`src/rtl/dmem_access_ctrl.sv`:
```
// Shares a word-only 4K x 32 data RAM between the MEM stage (p0) and debug loader (p1); sub-word stores use read-modify-write.
// Latency accept->rsp: SW/error 1, load 2, SB/SH 3; one op in flight, ready only in IDLE; DMEM_ARB_RR_EN selects round-robin arbitration.
module dmem_access_ctrl #(
   parameter int ADDR_W = 14,
   parameter int DATA_W = 32
) (
   input  logic              clk,
   input  logic              rst_n,
   input  logic              p0_req_valid,
   output logic              p0_req_ready,
   input  logic              p0_req_we,
   input  logic [2:0]        p0_req_funct3,
   input  logic [ADDR_W-1:0] p0_req_addr,
   input  logic [DATA_W-1:0] p0_req_wdata,
   output logic              p0_rsp_valid,
   output logic [DATA_W-1:0] p0_rsp_rdata,
   output logic              p0_rsp_err,
   input  logic              p1_req_valid,
   output logic              p1_req_ready,
   input  logic              p1_req_we,
   input  logic [2:0]        p1_req_funct3,
   input  logic [ADDR_W-1:0] p1_req_addr,
   input  logic [DATA_W-1:0] p1_req_wdata,
   output logic              p1_rsp_valid,
   output logic [DATA_W-1:0] p1_rsp_rdata,
   output logic              p1_rsp_err,
   output logic [ADDR_W-3:0] data_memory_address,
   output logic [DATA_W-1:0] data_memory_data_in,
   output logic              store,
   output logic              load,
   input  logic [DATA_W-1:0] data_memory_data_out
);

   typedef enum logic [1:0] {IDLE, RD_WAIT, RMW_WR, RESP} state_t;

   state_t              state, state_nxt;
   logic                grant0, grant1, accept, sel;
   logic                req_we, f3_illegal, misaligned, req_err;
   logic [2:0]          req_f3;
   logic [ADDR_W-1:0]   req_addr;
   logic [DATA_W-1:0]   req_wdata;

   logic                owner_q, we_q, err_q;
   logic [2:0]          f3_q;
   logic [1:0]          lo_q;
   logic [ADDR_W-3:0]   waddr_q;
   logic [DATA_W-1:0]   wdata_q, rdata_q, merged_q;
   logic [7:0]          rd_byte;
   logic [15:0]         rd_half;
   logic [DATA_W-1:0]   ld_val, merge_val;

`ifdef DMEM_ARB_RR_EN
   logic last_grant;

   // On contention the port that did not win last time gets the slot.
   assign grant0 = p0_req_valid & (~p1_req_valid | last_grant);
   assign grant1 = p1_req_valid & (~p0_req_valid | ~last_grant);

   always_ff @(posedge clk) begin
      if (!rst_n)
         last_grant <= 1'b1;
      else if (accept)
         last_grant <= sel;
   end
`else
   assign grant0 = p0_req_valid;
   assign grant1 = p1_req_valid & ~p0_req_valid;
`endif

   assign p0_req_ready = rst_n & (state == IDLE) & grant0;
   assign p1_req_ready = rst_n & (state == IDLE) & grant1;
   assign accept       = p0_req_ready | p1_req_ready;
   assign sel          = p1_req_ready;

   assign req_we    = sel ? p1_req_we     : p0_req_we;
   assign req_f3    = sel ? p1_req_funct3 : p0_req_funct3;
   assign req_addr  = sel ? p1_req_addr   : p0_req_addr;
   assign req_wdata = sel ? p1_req_wdata  : p0_req_wdata;

   assign f3_illegal = (req_f3 == 3'b011) | (req_f3[2:1] == 2'b11);
   assign misaligned = ((req_f3[1:0] == 2'b01) & req_addr[0]) |
                       ((req_f3 == 3'b010) & (req_addr[1:0] != 2'b00));
   assign req_err    = f3_illegal | misaligned;

   always_comb begin
      rd_byte = data_memory_data_out[7:0];
      case (lo_q)
         2'd1:    rd_byte = data_memory_data_out[15:8];
         2'd2:    rd_byte = data_memory_data_out[23:16];
         2'd3:    rd_byte = data_memory_data_out[31:24];
         default: rd_byte = data_memory_data_out[7:0];
      endcase
      rd_half = lo_q[1] ? data_memory_data_out[31:16] : data_memory_data_out[15:0];

      case (f3_q)
         3'b000:  ld_val = {{24{rd_byte[7]}}, rd_byte};
         3'b100:  ld_val = {24'd0, rd_byte};
         3'b001:  ld_val = {{16{rd_half[15]}}, rd_half};
         3'b101:  ld_val = {16'd0, rd_half};
         default: ld_val = data_memory_data_out;
      endcase

      // f3[1:0]==00 is a byte store, otherwise a halfword store.
      merge_val = data_memory_data_out;
      if (f3_q[1:0] == 2'b00) begin
         case (lo_q)
            2'd1:    merge_val[15:8]  = wdata_q[7:0];
            2'd2:    merge_val[23:16] = wdata_q[7:0];
            2'd3:    merge_val[31:24] = wdata_q[7:0];
            default: merge_val[7:0]   = wdata_q[7:0];
         endcase
      end else if (lo_q[1]) begin
         merge_val[31:16] = wdata_q[15:0];
      end else begin
         merge_val[15:0] = wdata_q[15:0];
      end
   end

   always_ff @(posedge clk) begin
      if (!rst_n)
         state <= IDLE;
      else
         state <= state_nxt;
   end

   always_comb begin
      state_nxt           = state;
      load                = 1'b0;
      store               = 1'b0;
      data_memory_address = '0;
      data_memory_data_in = '0;
      if (rst_n) begin
         case (state)
            IDLE: begin
               if (accept) begin
                  if (req_err) begin
                     state_nxt = RESP;
                  end else if (req_we && (req_f3 == 3'b010)) begin
                     store               = 1'b1;
                     data_memory_address = req_addr[ADDR_W-1:2];
                     data_memory_data_in = req_wdata;
                     state_nxt           = RESP;
                  end else begin
                     load                = 1'b1;
                     data_memory_address = req_addr[ADDR_W-1:2];
                     state_nxt           = RD_WAIT;
                  end
               end
            end
            RD_WAIT: state_nxt = we_q ? RMW_WR : RESP;
            RMW_WR: begin
               store               = 1'b1;
               data_memory_address = waddr_q;
               data_memory_data_in = merged_q;
               state_nxt           = RESP;
            end
            RESP:    state_nxt = IDLE;
            default: state_nxt = IDLE;
         endcase
      end
   end

   always_ff @(posedge clk) begin
      if (!rst_n) begin
         owner_q  <= 1'b0;
         we_q     <= 1'b0;
         err_q    <= 1'b0;
         f3_q     <= '0;
         lo_q     <= '0;
         waddr_q  <= '0;
         wdata_q  <= '0;
         rdata_q  <= '0;
         merged_q <= '0;
      end else begin
         case (state)
            IDLE: begin
               if (accept) begin
                  owner_q <= sel;
                  we_q    <= req_we;
                  err_q   <= req_err;
                  f3_q    <= req_f3;
                  lo_q    <= req_addr[1:0];
                  waddr_q <= req_addr[ADDR_W-1:2];
                  wdata_q <= req_wdata;
                  rdata_q <= '0;
               end
            end
            RD_WAIT: begin
               if (we_q)
                  merged_q <= merge_val;
               else
                  rdata_q <= ld_val;
            end
            default: ;
         endcase
      end
   end

   // Responses appear only on the owning port; everything else reads as zero.
   assign p0_rsp_valid = rst_n & (state == RESP) & ~owner_q;
   assign p1_rsp_valid = rst_n & (state == RESP) & owner_q;
   assign p0_rsp_err   = p0_rsp_valid & err_q;
   assign p1_rsp_err   = p1_rsp_valid & err_q;
   assign p0_rsp_rdata = p0_rsp_valid ? rdata_q : '0;
   assign p1_rsp_rdata = p1_rsp_valid ? rdata_q : '0;

endmodule

```
`config.mk`:
```
export PLATFORM = sky130hd
export DESIGN_NAME = dmem_access_ctrl
export DESIGN_NICKNAME = d
export VERILOG_FILES = /design/src/rtl/dmem_access_ctrl.sv
export SDC_FILE = /design/constraint.sdc
export NUM_CORES = 1
export LEC_CHECK = 0
export ABC_CLOCK_PERIOD_IN_PS = 2250
export CORE_MARGIN = 2
export CORE_UTILIZATION = 44
export CTS_CLUSTER_SIZE = 24
export DETAILED_ROUTE_END_ITERATION = 6
export GPL_TIMING_DRIVEN = 0
export PLACE_DENSITY = 0.85
export SLEW_MARGIN = 20
export SYNTH_ARGS = -nofsm -noshare
export SYNTH_HDL_FRONTEND = slang
export SYNTH_SLANG_ARGS = --single-unit
```
`constraint.sdc`:
```
create_clock -name clk -period 2.25 [get_ports clk]
set_input_delay 0.45 -clock clk [delete_from_list [all_inputs] [get_ports clk]]
set_output_delay 0.45 -clock clk [all_outputs]
set_load 0.01 [all_outputs]
```
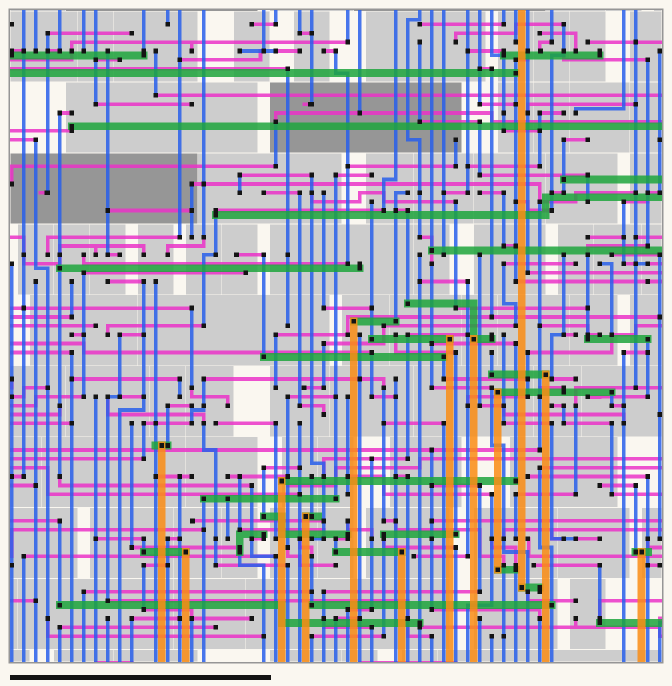
(images/zoom.png)
Bar = 10 um. Region (48, 24) to (73, 49) um. Cells in grey, sequential cells in the stronger grey; small squares are vias.
Key: blue = met2; green = met3; magenta = met1; orange = met4
71 logic cells have their middle in the window. Most frequent: nand2_1 (14), buf_4 (9), nor2_1 (5). Sequential cells in the window: 2. Netlist names of flops here include merged_q (2).

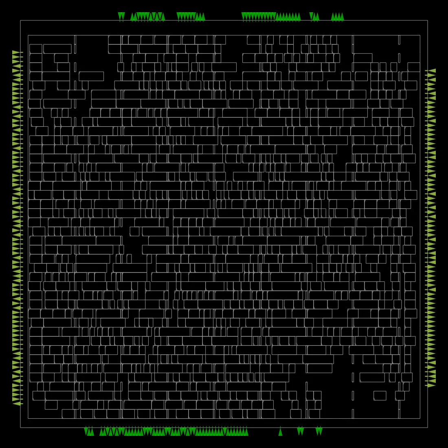
(images/final_placement.png)
Final Non-Filler Cells: 1247
core area: 13300 sq um

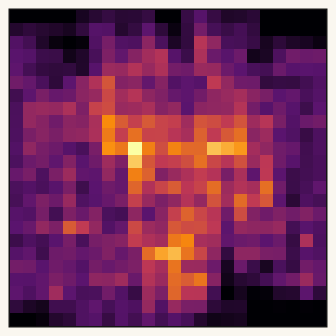
(images/wire_density.png)
24 x 24 tiles, from black (low) to pale yellow (high), scaled to the fullest tile. Values are wire area over tile area, all layers added.
14% of the tiles are over half the peak. The fullest tile reaches 0.91. The mean over all tiles is 0.28. The densest ninth of the die: middle. 6.4% of the tiles are nearly empty.

==> summary.txt <==
Area leader share = 33.7%
Top cell category = combinational gates
Initial Util = 45.4%
Max clock buf depth = 2
Tapcells = 176
Met2 usage = 57.4%
Post-CTS Resized = 447
Status = complete, but fails checks
Root Buffer Master = clkbuf_16
Grt total ovfl = 0
Most frequent CP cell = buf_8
Post-synthesis adder-cell area fraction = 1.03%
Setup Viol. Count Final = 47
Total Wirelength = 24600 um
Cell-internal power = 4.78 mW
Critical path arrival = 2.13 ns
Die area = 14700 sq um
Tightest Pin Transition = 0.695 ns
Ys flops = 102
Final Worst Setup Slack = -0.335 ns
R2R Path End = lo_q[1]
Yosys chip area = 6060 sq um
WHS Path Cells = 1
Syn nets = 902
Net Sw Power = 2.91 mW
Non-clock buffers = 360
Max-slew headroom = 53.7%
Final Slew Violations = 0
Sequential cell area share = 21.0%
Worst Min Path Start = rdata_q[19]
Tally of OpenROAD warnings = 32
CP max FO = 9
Fin area = 9760 sq um
FFs w/ async S/R, synth = 0%
Tcrit/Tclk final = 115%
Post-synth seq share = 33.7%
Via count = 7219
Crit. End Element = output pin
Drt wl/cell = 19.7 um
Final min period = 2.58 ns
Comb area = 4110 sq um
Largest regs = merged_q (32), rdata_q (32), wdata_q (16)
Top non-seq family = AND-OR/OR-AND gates
Worst Hold End = rdata_q[19]
Syn. warnings = 0
DRC viols = 0
Critical path buffers and inverters = 6
Tot GR Track Use = 32.7%
Routed length on met2 = 12100 um
Yosys aoi share = 24.7%
Drt initial violations = 755
Worst EP required = 1.80 ns
CP Depth = 10
CTS tree = yes
Max-cap violation count = 0
Startpoint Class = flop
Sw Ratio = 37.9%
R2R Setup Slk = 0.13 ns
Setup WS pre-CTS = -1.14 ns
Failing checks = negative setup slack
Final Util = 73.1%
Uppermost layer routed = met4
Total power = 7.70 mW
HP Class = flop to flop
WL met3 = 2150 um
Unique cell types = 53
GR peak layer = met2
Vias in the first global route = 7036
Leading power group = combinational logic
#MultiIn Comb = 586
Area leader, netlist = dfxtp_1
Routing usage on met3 = 6.63%
Top Family by Delay on Critical Path = buffers and inverters
Crit. Startpoint = state[0]
P_comb = 3.47 mW
Synth top cell by count = dfxtp_1
Placer congestion estimate = 0.923
Power per Cell Area = 789 nW/um^2
Die H = 121 um
RSZ-0062 raised after global routing = yes
Slowest cell on crit path = dfxtp_4
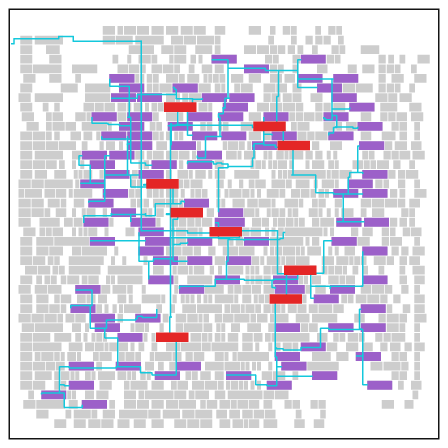
(images/clock_map.png)
Key: purple = flip-flops [count 102]; cyan = clock wires [length 1260 um]; red = cells driving clock nets [count 9]
Position of the flops: all over the die.
Clk network pwr share: 23.3%
Clock Latency Late Sink: 0.35 ns
worst clock skew: 0.00969 ns
Clk. pwr: 1.79 mW

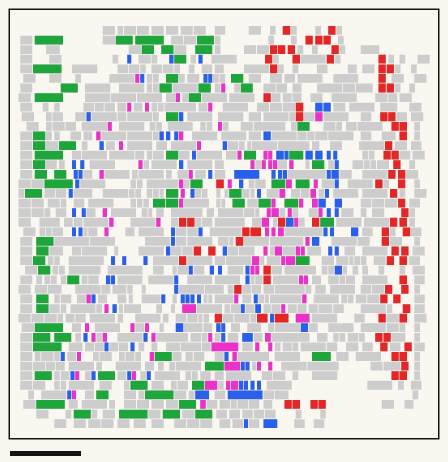
(images/gate_families.png)
Bar = 20 um.
Key: red = AND and OR gates [cells 85, most used and2_1]; magenta = NOR gates [cells 91, most used nor2_1]; blue = NAND gates [cells 114, most used nand2_1]; green = multiplexers [cells 70, most used mux2i_1]

No activity file was given, so power comes from the tool's default toggle rates.
